## config.mk

```make
export PLATFORM = sky130hd
export DESIGN_NAME = turbo_interleaver_ctrl
export DESIGN_NICKNAME = d
export VERILOG_FILES = /design/src/rtl/turbo_pkg.sv /design/src/rtl/turbo_rd_pipe.sv /design/src/rtl/turbo_interleaver_ctrl.sv
export SDC_FILE = /design/constraint.sdc
export NUM_CORES = 1
export LEC_CHECK = 0
export CORE_UTILIZATION = 41
export CTS_CLUSTER_DIAMETER = 60
export CTS_CLUSTER_SIZE = 16
export DETAILED_ROUTE_END_ITERATION = 16
export PLACE_DENSITY = 0.81
export SETUP_SLACK_MARGIN = 0.1
export SLEW_MARGIN = 20
export SYNTH_ARGS = -nofsm -noshare
export SYNTH_HDL_FRONTEND = slang
export SYNTH_SLANG_ARGS = --single-unit
```

## constraint.sdc

```tcl
create_clock -name clk -period 2 [get_ports clk]
set_input_delay 0.4 -clock clk [delete_from_list [all_inputs] [get_ports clk]]
set_output_delay 0.4 -clock clk [all_outputs]
set_load 0.05 [all_outputs]
```

## src/rtl/turbo_pkg.sv

```systemverilog
// Shared constants, state encoding and helpers for the turbo interleaver controller.
package turbo_pkg;

  localparam int K_SMALL = 1056;
  localparam int K_LARGE = 6144;
  localparam int COUNT_W = 13;
  localparam int ROM_AW  = 14;

  typedef enum logic [1:0] {
    IDLE  = 2'd0,
    WRITE = 2'd1,
    READ  = 2'd2,
    DRAIN = 2'd3
  } state_t;

  // Index of the final bit of a block for the given latched size select.
  function automatic logic [COUNT_W-1:0] lastIndex(input logic kSel);
    return kSel ? COUNT_W'(K_LARGE - 1) : COUNT_W'(K_SMALL - 1);
  endfunction

endpackage

```

## src/rtl/turbo_rd_pipe.sv

```systemverilog
// Two-stage valid delay matching the ROM lookup plus buffer read latency.
module turbo_rd_pipe (
  input  logic clk,
  input  logic clear_i,
  input  logic issue_i,
  output logic inFlight_o,
  output logic out_valid_o
);

  logic stage1_q;
  logic stage2_q;

  always_ff @(posedge clk) begin
    if (clear_i) begin
      stage1_q <= 1'b0;
      stage2_q <= 1'b0;
    end else begin
      stage1_q <= issue_i;
      stage2_q <= stage1_q;
    end
  end

  assign inFlight_o  = stage1_q;
  assign out_valid_o = stage2_q;

endmodule

```

## src/rtl/turbo_interleaver_ctrl.sv

```systemverilog
// Block controller: in-order buffer write, then FIFO-throttled interleaved read.
// Optional macro TURBO_CTRL_BLKCNT_EN adds a completed-block counter output.
module turbo_interleaver_ctrl
  import turbo_pkg::*;
(
  input  logic               clk,
  input  logic               reset,
  input  logic               start,
  input  logic               K,
  input  logic               c_valid,
  input  logic               fifo_afull,
  output logic               data_valid_FSM,
  output logic [COUNT_W-1:0] count,
  output logic [ROM_AW-1:0]  address_ROM,
  output logic               out_valid,
  output logic               busy,
  output logic               done
`ifdef TURBO_CTRL_BLKCNT_EN
  ,
  output logic [15:0]        blk_count
`endif
);

  state_t             state_q, state_d;
  logic [COUNT_W-1:0] count_q, count_d;
  logic               kLatched_q, kLatched_d;
  logic [COUNT_W-1:0] lastIdx;
  logic               issue;
  logic               inFlight;
  logic               pipeValid;
  logic               lastOut;

  assign lastIdx = lastIndex(kLatched_q);

  always_ff @(posedge clk) begin
    if (reset) begin
      state_q <= IDLE;
    end else begin
      state_q <= state_d;
    end
  end

  always_ff @(posedge clk) begin
    if (reset) begin
      count_q    <= '0;
      kLatched_q <= 1'b0;
    end else begin
      count_q    <= count_d;
      kLatched_q <= kLatched_d;
    end
  end

  always_comb begin
    state_d    = state_q;
    count_d    = count_q;
    kLatched_d = kLatched_q;
    unique case (state_q)
      IDLE: begin
        if (start) begin
          state_d    = WRITE;
          count_d    = '0;
          kLatched_d = K;
        end
      end
      WRITE: begin
        if (c_valid) begin
          if (count_q == lastIdx) begin
            state_d = READ;
            count_d = '0;
          end else begin
            count_d = count_q + COUNT_W'(1);
          end
        end
      end
      READ: begin
        // The final issue holds count at lastIdx; only the pipeline still moves.
        if (issue) begin
          if (count_q == lastIdx) begin
            state_d = DRAIN;
          end else begin
            count_d = count_q + COUNT_W'(1);
          end
        end
      end
      DRAIN: begin
        if (lastOut) begin
          state_d = IDLE;
          count_d = '0;
        end
      end
      default: state_d = IDLE;
    endcase
  end

  // In DRAIN no new reads issue, so an empty first stage marks the final beat.
  always_comb begin
    data_valid_FSM = (state_q == WRITE) && c_valid;
    issue          = (state_q == READ) && !fifo_afull;
    busy           = (state_q != IDLE);
    out_valid      = pipeValid && !reset;
    lastOut        = (state_q == DRAIN) && pipeValid && !inFlight;
    done           = lastOut && !reset;
  end

  assign count       = count_q;
  assign address_ROM = {kLatched_q, count_q};

  turbo_rd_pipe u_rd_pipe (
    .clk         (clk),
    .clear_i     (reset),
    .issue_i     (issue),
    .inFlight_o  (inFlight),
    .out_valid_o (pipeValid)
  );

`ifdef TURBO_CTRL_BLKCNT_EN
  logic [15:0] blkCount_q;

  always_ff @(posedge clk) begin
    if (reset) begin
      blkCount_q <= '0;
    end else if (done) begin
      blkCount_q <= blkCount_q + 16'd1;
    end
  end

  assign blk_count = blkCount_q;
`endif

endmodule

```

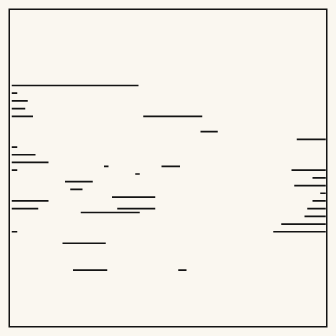
(met3 routing)
wire length on this layer = 158 um
nets with wire on the layer = 32
share of all routed wire = 4.5%
longest straight run = 22.1 um
main direction = horizontal
vias: 1255
Routed WL: 3.51 mm
met3 Use GR: 3.72%

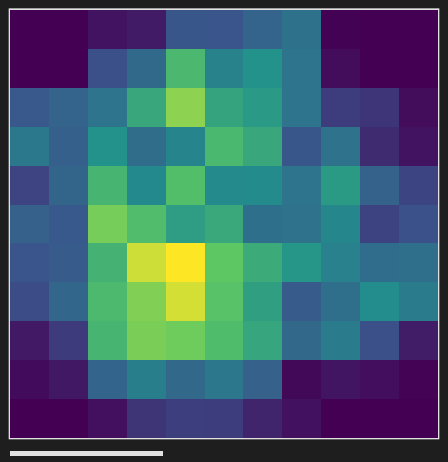
(routed metal per tile)
Scale bar: 20 um. 11 x 11 tiles, from dark purple (low) to yellow (high), scaled to the fullest tile. Values are wire area over tile area, all layers added.
fullest tile = 0.52
densest ninth of the die = middle
tiles over half the peak = 26%
mean over tiles = 0.18
emptiest ninth of the die = top right
post-DR wirelength/cell: 16.0 um
aggregate global-route resource usage: 21.2%

==> GITHUB_STEP_SUMMARY <==
### Yosys + OpenROAD results

| Metric | Value |
|---|---|
| Run status | finished, violations left |
| Failing checks | setup timing |
| Crit end category | flop |
| Non-filler cells, final | 220 |
| # DRC | 0 |
| Total chip power | 0.00164 W |
| CTS tree | built |
| Lkg Pwr | slightly above 0.9 nW |
| Tmin final | roughly 2000 ps |
| Top cells by count | dfxtp_1, buf_4, nand2_1, inv_1 |
| Latest clock arrival within the worst-skew pair | roughly 300 ps |
| # setup viols final | 1 |
| Worst path required time | 2190 ps |
| First-pass GRT wire length | between 5 and 6 mm |
| Fmax | between 400 and 500 MHz |
| Root Driver | clkbuf_4 |
| Cell variety after synth | roughly 43 |
| H-tree levels | 1 |
| Worst min-delay path category | reg -> reg |
| Synth warnings | 0 |
| Pre-Repair DR Iteration Count | 4 |
| Final worst slack | -5.45 ps |
| Max cap viols | 0 |
| Crit path kind | reg -> reg |
| Biggest area cells | dfxtp_1, buf_4, ha_1, nand2_1, nor3b_1 |
| Syn Std Cell Area | roughly 1200 um2 |
| Core ar. | about 2800 um2 |
| Site Rows | 19 |
| Mapped Cells | about 140 |
| Die footprint | around 3100 um2 |
| GPL Wtd Cong | 0.838 |
| Die height | approximately 56 um |
| Floorplan Nets | ~150 |
| Chip Width | between 50 and 60 um |
| Post-synth seq share | roughly 30% |
| Vias per cell | approximately 5.7 |
| Fp_density | a little over two fifths |
| Cell type with the largest total area | dfxtp_1 |
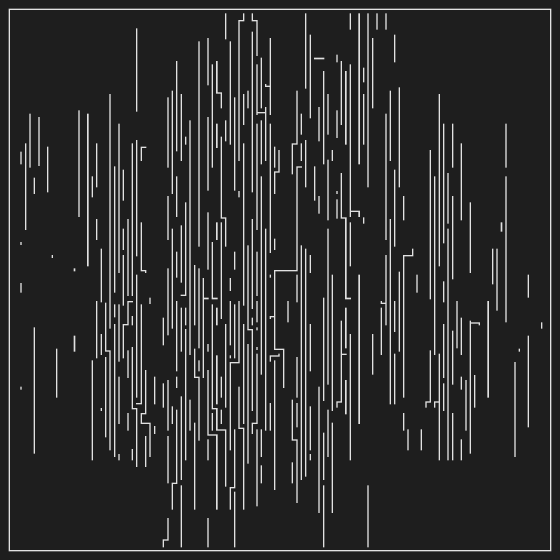
(signal wires on met2)
main direction = vertical
wire length on this layer = 1830 um
share of all routed wire = 52%
longest straight run = 24.1 um
met2 GRT Util: 37.5%

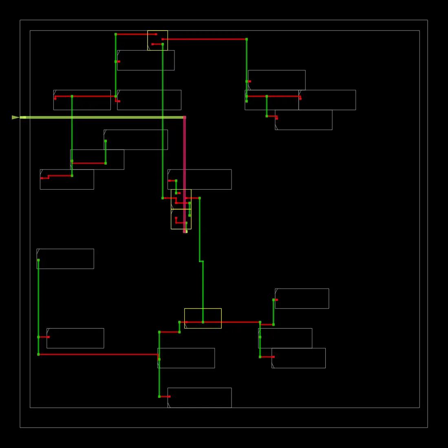
(clock nets)
Sinks on Clock Net: 18
Clock net power: 0.000228 W
CTS buffer count: 3
Final Skew: 7.93 ps
flop count: 18

-- layer usage --
metal	share of wire, %	wire (um)	GRT usage (%)	vias up
li1	-	-	-	603
met1	42	1470	25.9	602
met2	52	1830	37.5	44
met3	4.5	158	3.72	6
met4	1.5	52	7.32	0
met5	0	0	0	-
-- layout make-up --
cell class                      count  area [um2]
Inverter                            7        26.3
Multi-Input combinational cell     97         813
Sequential cell                    18         385
Clock buffer                        4        36.3
Timing Repair Buffer               63         581
Tap cell                           31        38.8
Fill cell                         223         877
-- metrics by stage --
stage	worst slack, ps	TNS [ps]	hold WS [ps]	util [%]	instance area [um2]
6_report	-5.45	-5.45	501	68.2	1880
4_1_cts	-36.2	-172	526	63.7	1760
5_1_grt	-85.6	-623	519	68.2	1880
2_1_floorplan	21.1	0	468	-	1250
3_5_place_dp	-117	-905	511	61.3	1690
3_3_place_gp	-42.1	-319	481	61.3	1690
-- logic make-up after synthesis --
kind of cell / share of synthesized area, %
buffers and inverters: 12.3
adders and majority gates: 5.26
AOI/OAI and AO/OA: 22.7
muxes: 1.68
and+or+nand+nor: 27.7
DFF: 30.3
-- path summary, 6_finish.rpt --
check	startpoint	endpoint	cells after the start
min	state_q[1]	state_q[1]	2
max reg2reg	count[6]	count[12]	7
min reg2reg	state_q[1]	state_q[1]	2
max	count[6]	count[12]	7
-- critical path, stage by stage, from the launching register on --
cell      delay, ps
dfxtp_4         360
or4_4           540
a211oi_4        240
buf_6           150
a211oi_2         60
buf_4           170
and3_4          160
a211o_1         210
-- placed cells by master (no fill, tap or decap), drive strengths merged, types with 3 or more instances in the layout --
cell type,n
dlygate4sd2,16
clkdlybuf4s50,5
a211oi,3
nand3,6
nor2,3
nor2b,4
o22ai,6
nand4,5
nor3b,6
nor3,5
a211o,4
and3,3
clkbuf,4
and2,3
ha,5
buf,40
nand2,12
a21o,5
dfxtp,18
inv,7
-- sequential cells by signal (all words and copies together), names as in the netlist --
name                   cells
state_q                    2
count                     13
u_rd_pipe.out_valid_o      1
u_rd_pipe.inFlight_o       1
kLatched_q                 1
-- timing repair --
action,CTS,global route
gates cloned,1,0
hold buffers,0,0
gates resized,26,19
endpoints found under the setup margin,31,17
buffers inserted,2,5
pin swaps,9,11
-- where the power goes --
part,total [W],switching (W),internal [W]
Clock,0.000228,0.000118,0.000111
Sequential,0.000416,0.0000268,0.000389
Combinational,0.000999,0.000532,0.000467
Total,0.00164,0.000676,0.000967
No activity file was given, so power comes from the tool's default toggle rates.
